Design booth_r4_seq_flat, sky130hd; sources not shown.
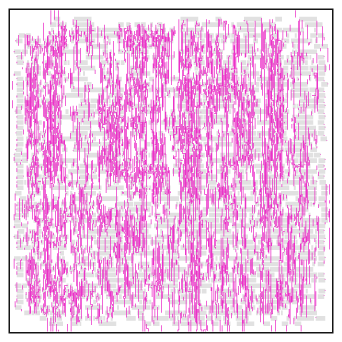
Figure 1: signal wires on met2.
Scale: 2 px per um. Cells faint in the background.
wire length on this layer: 17700 um
longest straight run: 53.7 um
met2 GRT Util: 46.6%
Via Count: 14294
routed wire length: 38600 um

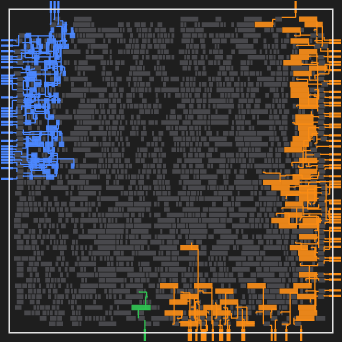
Figure 2: nets reached from selected ports.
Scale: 2 px per um.
[green] bus_in_ready | direction: output | edge: bottom | end cells: 1 | buffers: 1 | wire: 29.3 um
[blue] bus_a | direction: input | edge: 29 left, 3 top | end cells: 109 | buffers: 32 | wire: 1140 um
[orange] bus_result | direction: output | edge: 46 right, 17 bottom, 1 top | end cells: 64 | buffers: 64 | wire: 1280 um
IO Count: 137
I/O Buffers: 136

==> impl_metrics.py <==
# Auto-generated metrics
metrics = {
    "routing": {
        "maxUsedRoutingLayer": "met4",
        "drtIter0Drc": 1279,
        "dr_wl_met2_um": 17700,
        "viasPerCell": 6.31,
        "dr.pass1.iters": 5,
        "met1_length_um": 17500,
    },
    "logic_synthesis": {
        "synthAdderAreaFrac_pct": 3.96,
        "synthTopCellsByArea": "dfrtp_1 35%, o21ai_0 7.7%, a21oi_1 7.3%, nand2_1 5.2%, nor2_1 5.1%",
        "ys_sh_mux_pct": 0.867,
        "top_area_cell": "dfrtp_1",
        "ys.flops": 209,
        "synth_area_per_cell_um2": 7.86,
        "ys_warn_count": 0,
        "xor_share_pct": 7.32,
        "synth-compound-area-share_pct": 27.6,
        "synth-edff-count": 0,
        "yosys-stat-cells": 1874,
        "ff_type": "dfrtp_1",
        "synth.distinct_cells": 69,
    },
    "floorplanning": {
        "chip_area_um2": 25900,
        "num_rows": 57,
        "core_area_um2": 24400,
        "die_w_um": 161,
        "n_tap_cell": 324,
    },
    "setup_path": {
        "arrival_ns": 5.74,
        "cpPeakStageDelay_ns": 0.53,
        "cpMostUsedCell": "or3_1",
        "cp.required_ns": 6.81,
        "setup.worst_path.start_class": "register",
        "end_kind": "register",
        "r2r_slack_ns": 1.07,
        "r2r_cells": 20,
        "critPathSlowestCell": "or4b_4",
        "crit_buf_inv": 1,
    },
    "final_timing": {
        "slew_violations": 0,
        "slew_headroom_pct": 26.0,
        "setup_viol": 0,
        "worstMarginPinSlew_ns": 1.11,
        "fin_crit_ns": 5.33,
        "finalClockPeriodUsage_pct": 83.3,
    },
    "global_route": {
        "grt_pass1_wl_um": 63200,
        "grt_antenna_before_repair": 0,
        "grt_max_degree": 120,
    },
    "final_layout": {
        "final_cell_mix": "227 x o21ai_0, 213 x a21oi_1, 208 x dfrtp_1, 203 x nand2_1, 202 x nor2_1",
        "num-clock-buffers": 27,
        "largest_reg_flops": 66,
        "final_area_um2": 17000,
        "seq_cell_count": 209,
        "antenna-diode-count": 0,
        "clkCellAreaFrac_pct": 4.87,
        "comb_share_pct": 52.1,
        "nonClkBufAreaFrac_pct": 8.95,
        "logic_gate_count": 1492,
        "logic_area_um2": 8870,
        "layout.cells.most_common": "o21ai_0",
        "areaGrowthSynthToFinish_pct": 15.6,
    },
    "place": {
        "place_area_um2": 16200,
        "hpwlAfterDp_um": 26800,
    },
    "clock_network": {
        "cts_root_buf": "clkbuf_16",
        "ctsHtreeMaxLevel": 1,
        "worstSkewPairLatency_ns": 0.53,
        "postCtsSetupBuffers": 0,
    },
    "power_and_ir_drop": {
        "p_int_mw": 2.29,
        "power_mw": 3.01,
    },
    "flow_run": {
        "drv_cap": 0,
    },
    "status": {
        "status": "complete, no violations",
    },
    "hold_path": {
        "hold_class": "register to register",
    },
}
-- stage by stage --
step | setup slack (ns) | hold slack (ns) | std cells
after floorplan | 1.54 | 0.444 | 1874
after global placement | 1.30 | 0.460 | 2225
after detailed placement | 1.19 | 0.471 | 2225
after CTS | 1.17 | 0.485 | 2267
after global routing | 0.809 | 0.506 | 2267
final | 1.07 | 0.482 | 2267
-- worst reg2reg max path, stage by stage (launching register included) --
cell	delay (ns)
dfrtp_1	0.41
inv_1	0.09
ha_1	0.24
or4b_4	0.53
or3_1	0.44
or3_1	0.42
or3_1	0.37
nand2_1	0.10
xnor2_1	0.09
a22oi_1	0.18
o21ai_0	0.10
ha_1	0.43
nand4_1	0.25
o31ai_1	0.33
a31oi_1	0.10
o21ai_0	0.18
a31o_2	0.18
a21oi_1	0.09
nor2b_1	0.15
nand4b_1	0.09
or3b_2	0.45
-- cell usage after synthesis (41+ instances only) --
| cell type | n |
|---|---|
| clkbuf_1 | 109 |
| a21oi_1 | 214 |
| ha_1 | 45 |
| nor3_1 | 41 |
| a22oi_1 | 53 |
| nor2_1 | 202 |
| o21ai_0 | 227 |
| xnor2_1 | 77 |
| dfrtp_1 | 208 |
| xor2_1 | 46 |
| nand2_1 | 203 |
| inv_1 | 43 |
-- power by group through the flow --
stage | registers (mW) | logic [mW] | clock network, mW
floorplan | 1.36 | 0.109 | 0
global placement | 1.36 | 0.219 | 0
detailed placement | 1.36 | 0.225 | 0
CTS | 1.34 | 0.226 | 1.46
global route | 1.34 | 0.253 | 1.51
finish | 1.34 | 0.227 | 1.44
-- metal layers --
layer | up-vias | global-route usage [%]
li1 | 6866 | -
met1 | 6784 | 42.2
met2 | 587 | 46.6
met3 | 57 | 3.11
met4 | 0 | 7.32
met5 | - | 0
Power and IR drop assume default switching activity.
